===== src/rtl/if_pkg.sv =====
// ---------------------------------------------------------------------------
// if_pkg -- shared definitions for the instruction-fetch slice.
//
// Contents:
//   DEFAULT_RESET_PC  default first fetch address
//   PC_STEP           byte increment between sequential fetches
//   fetch_state_t     fetch FSM state encoding (HALT only with IF_ALIGN_CHECK_EN)
//   fq_entry_t        fetch-queue entry {pc, inst}
//   next_pc()         sequential PC helper (wraps modulo 2^32)
//
// Configuration macro: IF_ALIGN_CHECK_EN adds the HALT state.
// ---------------------------------------------------------------------------
package if_pkg;

    localparam logic [31:0] DEFAULT_RESET_PC = 32'h0000_0000;
    localparam logic [31:0] PC_STEP          = 32'd4;

`ifdef IF_ALIGN_CHECK_EN
    typedef enum logic [1:0] {
        REQ   = 2'd0,
        WAIT  = 2'd1,
        DRAIN = 2'd2,
        HALT  = 2'd3
    } fetch_state_t;
`else
    typedef enum logic [1:0] {
        REQ   = 2'd0,
        WAIT  = 2'd1,
        DRAIN = 2'd2
    } fetch_state_t;
`endif

    typedef struct packed {
        logic [31:0] pc;
        logic [31:0] inst;
    } fq_entry_t;

    // 32-bit add: 32'hFFFF_FFFC + 4 wraps to 0.
    function automatic logic [31:0] next_pc(input logic [31:0] pc);
        return pc + PC_STEP;
    endfunction

endpackage


===== src/rtl/fetch_queue.sv =====
// ---------------------------------------------------------------------------
// fetch_queue -- circular FIFO of fetched {pc, inst} entries.
//
// Parameters:
//   DEPTH      number of entries (power of two: 2 or 4)
// Ports:
//   clk        clock, rising edge
//   rst_n      synchronous active-low reset; clears pointers, count, contents
//   push       write push_data at the tail
//   push_data  entry to write
//   pop        consume the head
//   flush      empty the queue; wins over push and pop
//   head       entry at the head of the queue
//   count      number of valid entries (0..DEPTH)
// ---------------------------------------------------------------------------
module fetch_queue
    import if_pkg::*;
#(
    parameter  int unsigned DEPTH = 2,
    localparam int unsigned CW    = $clog2(DEPTH) + 1
) (
    input  logic          clk,
    input  logic          rst_n,
    input  logic          push,
    input  fq_entry_t     push_data,
    input  logic          pop,
    input  logic          flush,
    output fq_entry_t     head,
    output logic [CW-1:0] count
);

    localparam int unsigned PW = $clog2(DEPTH);
    localparam logic [CW-1:0] FULL_CNT = CW'(DEPTH);

    fq_entry_t       mem [DEPTH];
    logic [PW-1:0]   wr_ptr;
    logic [PW-1:0]   rd_ptr;
    logic            do_push;
    logic            do_pop;

    // Guarded so an out-of-contract push or pop can never corrupt the pointers.
    always_comb begin
        do_pop  = pop && (count != '0);
        do_push = push && ((count != FULL_CNT) || do_pop);
    end

    assign head = mem[rd_ptr];

    always_ff @(posedge clk) begin
        if (!rst_n) begin
            wr_ptr <= '0;
            rd_ptr <= '0;
            count  <= '0;
            for (int unsigned i = 0; i < DEPTH; i++) begin
                mem[i] <= '0;
            end
        end else if (flush) begin
            wr_ptr <= '0;
            rd_ptr <= '0;
            count  <= '0;
        end else begin
            if (do_push) begin
                mem[wr_ptr] <= push_data;
                wr_ptr      <= wr_ptr + 1'b1;
            end
            if (do_pop) begin
                rd_ptr <= rd_ptr + 1'b1;
            end
            case ({do_push, do_pop})
                2'b10:   count <= count + 1'b1;
                2'b01:   count <= count - 1'b1;
                default: count <= count;
            endcase
        end
    end

endmodule


===== src/rtl/inst_fetch.sv =====
// ---------------------------------------------------------------------------
// inst_fetch -- instruction fetch unit with a small output queue.
//
// Issues one word read at a time to instruction memory, queues the returned
// {pc, inst} pairs and presents them to the decoder. A redirect flushes the
// queue, retargets the PC and discards any response still in flight.
//
// Parameters:
//   RESET_PC          first fetch address after reset
//   QUEUE_DEPTH       output queue depth (2 or 4)
// Ports:
//   clk               clock, rising edge
//   rst_n             synchronous active-low reset
//   imem_req_valid    read request pending
//   imem_req_ready    memory accepts the request
//   imem_req_addr     request address (the current pc)
//   imem_rsp_valid    read data returned (always accepted)
//   imem_rsp_data     returned instruction word
//   inst_valid        queue head valid toward the decoder
//   inst_ready        decoder consumes the head
//   inst              instruction word at the head
//   inst_pc           pc of the head
//   redirect_valid    branch / jump / trap redirect
//   redirect_pc       redirect target
//   fetch_misaligned  sticky misaligned-target flag (IF_ALIGN_CHECK_EN only)
//
// Configuration macro: IF_ALIGN_CHECK_EN traps misaligned redirect targets in
// a HALT state; without it the low two target bits are forced to zero.
// ---------------------------------------------------------------------------
module inst_fetch
    import if_pkg::*;
#(
    parameter logic [31:0] RESET_PC    = DEFAULT_RESET_PC,
    parameter int unsigned QUEUE_DEPTH = 2
) (
    input  logic        clk,
    input  logic        rst_n,
    output logic        imem_req_valid,
    input  logic        imem_req_ready,
    output logic [31:0] imem_req_addr,
    input  logic        imem_rsp_valid,
    input  logic [31:0] imem_rsp_data,
    output logic        inst_valid,
    input  logic        inst_ready,
    output logic [31:0] inst,
    output logic [31:0] inst_pc,
    input  logic        redirect_valid,
`ifdef IF_ALIGN_CHECK_EN
    output logic        fetch_misaligned,
`endif
    input  logic [31:0] redirect_pc
);

    localparam int unsigned CW = $clog2(QUEUE_DEPTH) + 1;
    localparam logic [CW-1:0] DEPTH_CNT = CW'(QUEUE_DEPTH);

    fetch_state_t  state;
    logic [31:0]   pc;
    logic [31:0]   req_pc;        // address of the outstanding request
    logic [CW-1:0] count;
    fq_entry_t     push_entry;
    fq_entry_t     head;
    logic          req_fire;
    logic          q_push;
    logic          q_pop;
    logic [31:0]   redirect_target;
    fetch_state_t  redirect_resume;  // state to enter once a redirect needs no drain
    fetch_state_t  drain_resume;     // state to enter after the stale response

`ifdef IF_ALIGN_CHECK_EN
    logic misaligned_q;
    logic redirect_misaligned;

    assign redirect_misaligned = redirect_pc[1:0] != 2'b00;
    assign redirect_target     = redirect_pc;
    assign redirect_resume     = redirect_misaligned ? HALT : REQ;
    assign drain_resume        = misaligned_q ? HALT : REQ;
    assign fetch_misaligned    = misaligned_q;
`else
    assign redirect_target     = redirect_pc & 32'hFFFF_FFFC;
    assign redirect_resume     = REQ;
    assign drain_resume        = REQ;
`endif

    // Room for one more entry is checked before issuing; with a single
    // outstanding request this guarantees a response never meets a full queue.
    assign imem_req_valid = rst_n && (state == REQ) && (count < DEPTH_CNT) && !redirect_valid;
    assign imem_req_addr  = pc;
    assign req_fire       = imem_req_valid && imem_req_ready;

    assign q_push = (state == WAIT) && imem_rsp_valid && !redirect_valid;
    assign q_pop  = inst_valid && inst_ready;

    always_comb begin
        push_entry      = '0;
        push_entry.pc   = req_pc;
        push_entry.inst = imem_rsp_data;
    end

    fetch_queue #(
        .DEPTH (QUEUE_DEPTH)
    ) u_queue (
        .clk       (clk),
        .rst_n     (rst_n),
        .push      (q_push),
        .push_data (push_entry),
        .pop       (q_pop),
        .flush     (redirect_valid),
        .head      (head),
        .count     (count)
    );

    assign inst_valid = count != '0;
    assign inst       = head.inst;
    assign inst_pc    = head.pc;

    always_ff @(posedge clk) begin
        if (!rst_n) begin
            state  <= REQ;
            pc     <= RESET_PC;
            req_pc <= '0;
`ifdef IF_ALIGN_CHECK_EN
            misaligned_q <= 1'b0;
`endif
        end else if (redirect_valid) begin
            pc <= redirect_target;
`ifdef IF_ALIGN_CHECK_EN
            misaligned_q <= redirect_misaligned;
`endif
            case (state)
                // A response in the redirect cycle is the stale one: drop it and
                // skip DRAIN. In DRAIN this also avoids waiting for a response
                // that will never come.
                WAIT, DRAIN: state <= imem_rsp_valid ? redirect_resume : DRAIN;
                default:     state <= redirect_resume;
            endcase
        end else begin
            case (state)
                REQ: begin
                    if (req_fire) begin
                        pc     <= next_pc(pc);
                        req_pc <= pc;
                        state  <= WAIT;
                    end
                end
                WAIT: begin
                    if (imem_rsp_valid) begin
                        state <= REQ;
                    end
                end
                DRAIN: begin
                    if (imem_rsp_valid) begin
                        state <= drain_resume;
                    end
                end
                default: begin
                    state <= state;
                end
            endcase
        end
    end

endmodule


===== config.mk =====
export PLATFORM = sky130hd
export DESIGN_NAME = inst_fetch
export DESIGN_NICKNAME = d
export VERILOG_FILES = /design/src/rtl/if_pkg.sv /design/src/rtl/fetch_queue.sv /design/src/rtl/inst_fetch.sv
export SDC_FILE = /design/constraint.sdc
export NUM_CORES = 1
export LEC_CHECK = 0
export CORE_MARGIN = 2
export CORE_UTILIZATION = 45
export DETAILED_ROUTE_END_ITERATION = 16
export PLACE_DENSITY = 0.69
export SETUP_SLACK_MARGIN = 0.05
export SLEW_MARGIN = 20
export SYNTH_ARGS = -nofsm -noshare
export SYNTH_HDL_FRONTEND = slang
export SYNTH_SLANG_ARGS = --single-unit

===== constraint.sdc =====
create_clock -name clk -period 8.1 [get_ports clk]
set_clock_uncertainty 0.05 [all_clocks]
set_input_delay 1.62 -clock clk [delete_from_list [all_inputs] [get_ports clk]]
set_output_delay 1.62 -clock clk [all_outputs]
set_load 0.05 [all_outputs]

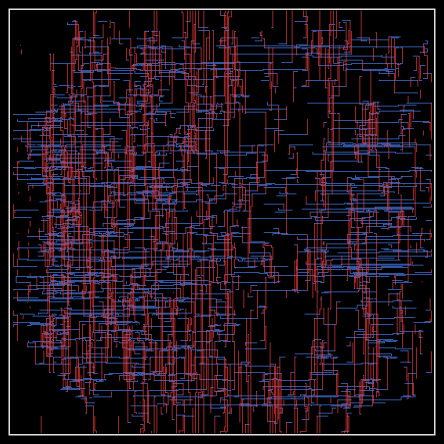
Figure 1: run 1, signal wires by layer.
Scale: 3 px per um. Two of the layers only.
legend:
  blue:
    layer: met1
    wire_length: 8000 um
  red:
    layer: met2
    wire_length: 9140 um
combined global-route utilization of all metal layers: 18.7%
count of vias placed by the detailed router: 5677

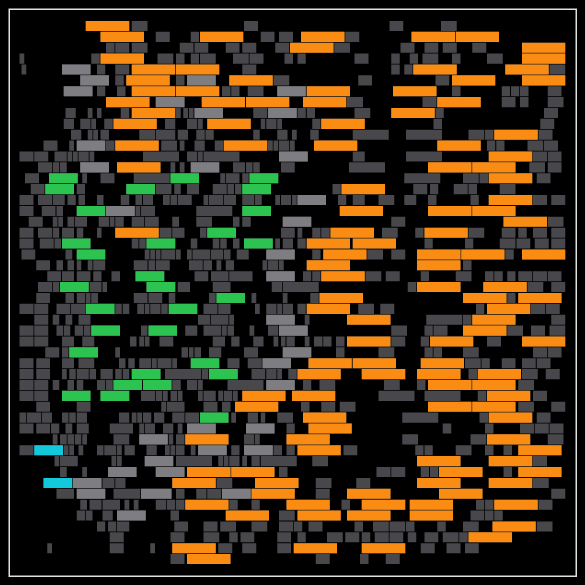
Figure 2: run 1, sequential cells colored by netlist name.
Scale: 4 px per um. Other sequential cells in the stronger gray, the rest of the logic in the fainter gray.
legend:
  orange:
    signal: u_queue.mem
    sequential_cells: 124
  cyan:
    signal: state
    sequential_cells: 2
  green:
    signal: imem_req_addr
    sequential_cells: 30
not colored: 35
final standard cell utilization of the core: 58.3%
seq pwr: 1.10 mW
footprint of the flip-flops and latches: 5070 um^2

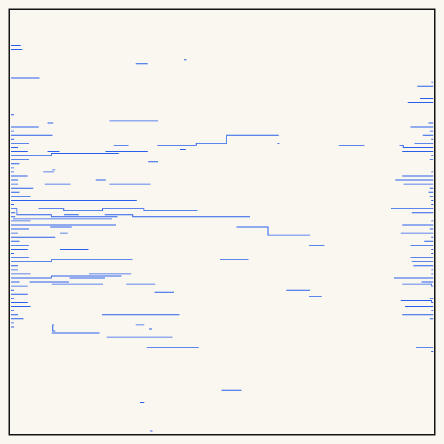
Figure 3: run 1, met3 routing.
Scale: 3 px per um.
share of all routed wire: 6.2%
main direction: horizontal
wire length on this layer: 1160 um
longest straight run: 41.6 um
global-route track usage on met3: 4.86%
total wire length after detailed routing: 18.6 mm

==> flow_metrics.py, run 1 <==
# Metrics from the implementation run
metrics = {
    "clock_network": {
        "worst_setup_hold_path_clk_slew_ps": 60,
        "ctsRootBufferMaster": "clkbuf_16",
        "tritoncts_num_sinks": 191,
        "cts_hold_buffers": 0,
        "ctsLongestPathBuffers": 2,
        "tritoncts": "built",
        "postCtsResizedCells": 0,
        "cts.htree.levels": 4,
        "cts_buffers": 17,
        "clock.latency.late_pin_ps": 430,
    },
    "die": {
        "io_pins": 168,
        "die.size.x_um": 141,
        "chipHeight_um": 141,
        "placementRows": 50,
        "design.core.area_um2": 18600,
        "floorplanUtilization_pct": 45.7,
    },
    "final_timing": {
        "max_freq_mhz": 166,
        "finalSetupViolations": 0,
        "drv_slew": 0,
        "relSlewSlack_pct": 31.2,
        "report.final.hold_viol_count": 0,
        "setup-tns-final_ps": 0,
        "worst_pin_slew_ps": 1030,
        "hold-worst-slack_ps": 422,
        "rsz0062_at_grt": "no",
    },
    "critical_path": {
        "r2r-end": "imem_req_addr[30]",
        "worstSetupPathDepth": 6,
        "buffers_inverters_on_critical_path": 4,
        "worst_path_max_delay_cell": "clkdlybuf4s50_1",
        "critical_path.startpoint_type": "input pin",
        "worst_ep_arrival_time_ps": 4350,
        "critical_path_class": "in -> out",
        "cells_along_the_critical_path": "clkdlybuf4s50_1 > inv_1 > buf_4 > nand2_1 > nor3_1 > clkdlybuf4s50_1",
        "worst_r2r_path_depth": 5,
        "r2r_start": "imem_req_addr[6]",
        "reg2reg_setup_slack_ps": 5650,
        "worst_ep_required_time_ps": 6430,
        "cpLargestDelayFamily": "buffers and inverters",
        "cp_common_cell": "clkdlybuf4s50_1",
    },
    "global_route": {
        "grt_most_used_layer": "met2",
        "number_of_antenna_violations_at_the_first_check_in_global_routing": 0,
        "grt_pass1_vias": 5747,
        "grt_use_met2_pct": 31.8,
        "grt_first_pass_wirelength_mm": 29.1,
        "grt_start_max_net_pins": 68,
        "grt_remaining_overflow": 0,
    },
    "drt": {
        "drt_pass1_iterations": 4,
        "viasPerCell": 5.14,
        "drtAntennaViolNets": 0,
        "wl_per_cell_um": 16.8,
        "m1_wire_length_mm": 8.00,
        "detail_route_met2_wl_mm": 9.14,
        "remaining_drc_errors": 0,
    },
    "yosys": {
        "top_area_cell": "edfxtp_1",
        "synth_flop_count": 191,
        "simple_share_pct": 18.7,
        "post_synth_main_logic_family": "simple AND/OR/NAND/NOR gates",
        "yosysChipArea_um2": 8490,
        "ys_top_cells_by_area": "edfxtp_1, dfxtp_1, and2_1, mux2_2, nand2_1",
        "yosysWarnings": 0,
        "adder_share_pct": 0.590,
        "mux_share_pct": 8.22,
        "synth_area_um2": 8490,
        "seq_area_frac_synth_pct": 59.7,
        "most_used_flip_flop_cell_after_synthesis": "edfxtp_1",
        "netlist-cell-type-count": 42,
    },
    "final_layout": {
        "fin_cells": 1105,
        "finish.net_count": 932,
        "antennaDiodeCount": 0,
        "layout_top_cell_excl_fill_tap": "clkdlybuf4s50_1",
        "most-common-layout-cells": "clkdlybuf4s50_1, and2_1, edfxtp_1",
        "areaGrowthSynthToFinish_pct": 27.6,
    },
    "hold_path": {
        "min_delay_worst_endpoint": "req_pc[25]",
        "min-delay-start": "req_pc[25]",
    },
    "placed_design": {
        "port-buffer-count": 161,
        "placed_cell_area_um2": 10300,
        "dp_cells": 1073,
        "dpl.hpwl_mm": 11.7,
    },
    "pwr": {
        "clock_power_share_pct": 37.4,
        "p_int_mw": 1.60,
        "power.ir.vdd_worst_uv": 144,
        "largest_power_group": "registers",
        "power_density_nw_per_um2": 201,
        "sequential_group_share_of_total_power_pct": 50.6,
        "switching_fraction_pct": 26.2,
    },
    "run_status": {
        "status": "finished clean",
    },
    "job": {
        "openroad.warnings": 29,
    },
}
==> run 1: cells in the mapped netlist, types with 2 or more instances <==
cell      number
inv_1          8
ha_1           4
dfxtp_1       67
nand2_1       81
nand3_1       18
buf_4          4
and2_1       128
edfxtp_1     124
o211a_1        3
o21ai_1        4
a21boi_0      30
and4_1         2
nor3_2         8
mux2_2        62
nor4_2         5
o21ai_0       26
a21oi_1       26
xnor2_1       24
clkbuf_1      42
nor3_1         3
nor2_1        12
buf_1          2
nand4_1        6
xor2_1         8
and3_1         4
==> run 1: final cells by class <==
type                    count  area (um^2)
inverters                   9         33.8
fillers                  1517         7750
repair buffers            168         1660
clock inverters            13          110
well taps                 234          293
multi-input cells         471         3200
flip-flops and latches    191         5070
clock buffers              19          464
Figure 4. Cell placement (run 1).
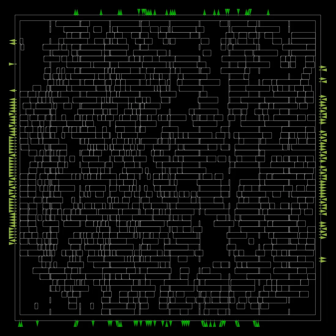

==> run 2: changes to the inputs <==
==> constraint.sdc (replaced) <==
create_clock -name clk -period 6 [get_ports clk]
set_clock_uncertainty 0.05 [all_clocks]
set_input_delay 1.2 -clock clk [delete_from_list [all_inputs] [get_ports clk]]
set_output_delay 1.2 -clock clk [all_outputs]
set_load 0.05 [all_outputs]
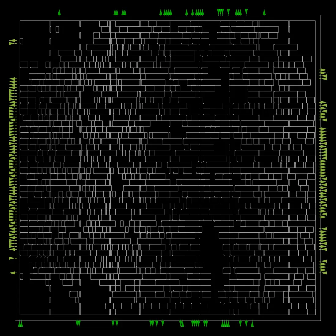
Figure 5: run 2, cell placement.
placeable core region: 18600 um^2
final standard cell utilization of the core: 58.4%
share of cell area taken by flip-flops and latches: 46.7%
Layout Cells excl Fill: 1104

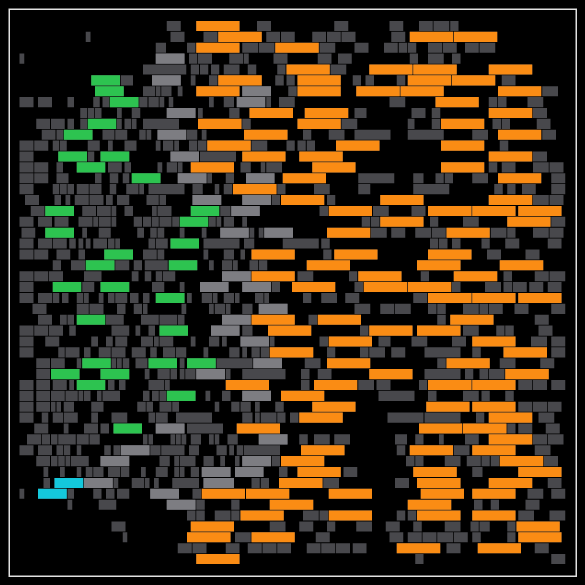
Figure 6: run 2, sequential cells colored by netlist name.
Scale: 4 px per um. Other sequential cells in the stronger gray, the rest of the logic in the fainter gray.
legend:
  orange:
    signal: u_queue.mem
    sequential_cells: 124
  green:
    signal: imem_req_addr
    sequential_cells: 30
  cyan:
    signal: state
    sequential_cells: 2
seq pwr: 1.48 mW

==> run 2 against run 1 <==
  * Combinational power up 34%
  * Non-clock buffer count decreased by 1
  * Synthesized cell count unchanged
  * Final cell count hardly changed
  * Critical path type unchanged
  * Largest cell class unchanged
  * Highest routed layer unchanged
==> flow_metrics.py, run 2 <==
# Metrics from the implementation run
metrics = {
    "clock_network": {
        "cts_buffers": 17,
        "clock.latency.late_pin_ps": 420,
        "cts_hold_buffers": 0,
        "worst_setup_hold_path_clk_slew_ps": 60,
        "cts.htree.levels": 4,
        "ctsRootBufferMaster": "clkbuf_16",
        "tritoncts": "built",
        "ctsLongestPathBuffers": 2,
        "postCtsResizedCells": 0,
        "tritoncts_num_sinks": 191,
    },
    "final_timing": {
        "report.final.hold_viol_count": 0,
        "setup-tns-final_ps": 0,
        "worst_path_setup_slack_after_routing_ps": 1360,
        "hold-worst-slack_ps": 422,
        "rsz0062_at_grt": "no",
        "finalSetupViolations": 0,
        "relSlewSlack_pct": 30.5,
        "worst_pin_slew_ps": 1040,
        "max_freq_mhz": 216,
        "drv_slew": 0,
    },
    "yosys": {
        "yosysChipArea_um2": 8490,
        "netlist-cell-type-count": 42,
        "yosysWarnings": 0,
        "mean_post_synth_cell_area_um2": 11.8,
        "netlist_top_cells_count": "and2_1, edfxtp_1, nand2_1",
        "postSynthCellCount": 718,
        "adder_share_pct": 0.590,
        "simple_share_pct": 18.7,
        "yosys.cell_count.top_type": "and2_1",
        "synth_area_um2": 8490,
        "synth_xor_xnor_area_share_pct": 3.30,
        "top_area_cell": "edfxtp_1",
        "seq_area_frac_synth_pct": 59.7,
        "most_used_flip_flop_cell_after_synthesis": "edfxtp_1",
        "post_synth_main_logic_family": "simple AND/OR/NAND/NOR gates",
        "mux_share_pct": 8.22,
        "synth_flop_count": 191,
        "ys_top_cells_by_area": "edfxtp_1, dfxtp_1, and2_1, mux2_2, nand2_1",
    },
    "final_layout": {
        "combAreaFraction_pct": 29.6,
        "max_ffs_per_register": 124,
        "areaGrowthSynthToFinish_pct": 27.8,
        "final.signal_inverter_count": 9,
        "fillers": 1493,
        "layout_top_cell_excl_fill_tap": "clkdlybuf4s50_1",
        "largestClassByArea": "registers",
        "fraction_of_layout_cells_with_a_size_suffix_above_1_pct": 14.1,
        "n_sequential_cell": 191,
        "area_share_nonclk_buffers_pct": 15.2,
        "signal_buffers": 167,
        "antennaDiodeCount": 0,
        "regArea_um2": 5070,
        "clockBufferCount": 20,
        "logic_area_um2": 3210,
        "most-common-layout-cells": "clkdlybuf4s50_1, and2_1, edfxtp_1",
        "finish.net_count": 931,
        "regMostFlops": "u_queue.mem",
        "clock_tree_area_fraction_pct": 5.45,
        "multi_input_comb_cells": 471,
    },
    "die": {
        "chipHeight_um": 141,
        "die.size.x_um": 141,
        "floorplanUtilization_pct": 45.7,
        "io_pins": 168,
        "tap-cell-count": 234,
        "placementRows": 50,
    },
    "critical_path": {
        "critical_path.startpoint_type": "input pin",
        "worst_r2r_path_depth": 7,
        "reg2reg_setup_slack_ps": 3190,
        "worst_ep_required_time_ps": 4750,
        "timing.critical_path.to": "imem_req_valid",
        "critical_path.endpoint_type": "output pin",
        "cells_along_the_critical_path": "clkdlybuf4s50_1 > inv_1 > nand2_1 > nor3_1 > clkdlybuf4s50_1",
        "worst_path_max_delay_cell": "clkdlybuf4s50_1",
        "r2r_start": "state[1]",
        "critical_path_class": "in -> out",
        "timing.critical_path.fanout_max": 12,
        "worst_ep_arrival_time_ps": 3390,
        "r2r-end": "u_queue.mem[1][25]",
        "cp_common_cell": "clkdlybuf4s50_1",
    },
    "global_route": {
        "grt_use_met2_pct": 29.6,
        "grt_pass1_vias": 5709,
        "grt_first_pass_wirelength_mm": 29.3,
        "globalRouteTotalUtil_pct": 18.6,
        "grt_most_used_layer": "met2",
        "met1_usage_pct": 25.8,
        "grt_use_met3_pct": 4.22,
        "number_of_antenna_violations_at_the_first_check_in_global_routing": 0,
        "grt_start_max_net_pins": 67,
        "grt_remaining_overflow": 0,
    },
    "drt": {
        "drtAntennaViolNets": 0,
        "remaining_drc_errors": 0,
        "drt_wl_total_mm": 18.3,
        "viasPerCell": 5.10,
        "vias": 5635,
        "wl_per_cell_um": 16.5,
        "drt_pass1_iterations": 4,
    },
    "placed_design": {
        "port-buffer-count": 161,
        "dpl.hpwl_mm": 11.7,
        "placed_cell_area_um2": 10200,
        "dp_cells": 1072,
    },
    "pwr": {
        "power_density_nw_per_um2": 273,
        "power.ir.vdd_worst_uv": 201,
    },
    "job": {
        "openroad.warnings": 29,
    },
    "hold_path": {
        "hold_path_depth": 2,
        "min_delay_worst_endpoint": "req_pc[19]",
        "min-delay-start": "req_pc[19]",
    },
    "run_status": {
        "status": "finished clean",
    },
}
[run 2: cell count changes in the layout (fill, tap and decap cells not counted), sizes merged]
cell / change
clkinvlp: +1
clkinv: +6
inv: -10
buf: -1
bufinv: +2
clkbuf: +1
[run 2: worst max-delay path: cells and delay by family]
family,cells,cell delay [ps]
buffers and inverters,3,1620
AND/OR/NAND/NOR,2,570
[run 2: where the power goes]
group          internal [mW]  total (mW)  switching, mW
Sequential              1.45        1.48         0.0373
Combinational          0.134       0.351          0.217
Clock                  0.642        1.12          0.480
Total                   2.22        2.96          0.735
[run 2: per-layer routing]
layer / part of all wire (%) / up-vias / wire [um]
li1: - / 2759 / -
met1: 48 / 2698 / 8770
met4: 0.99 / 0 / 180
met3: 5.3 / 13 / 975
met2: 46 / 165 / 8330
met5: 0 / - / 0
Power and IR drop assume default switching activity.
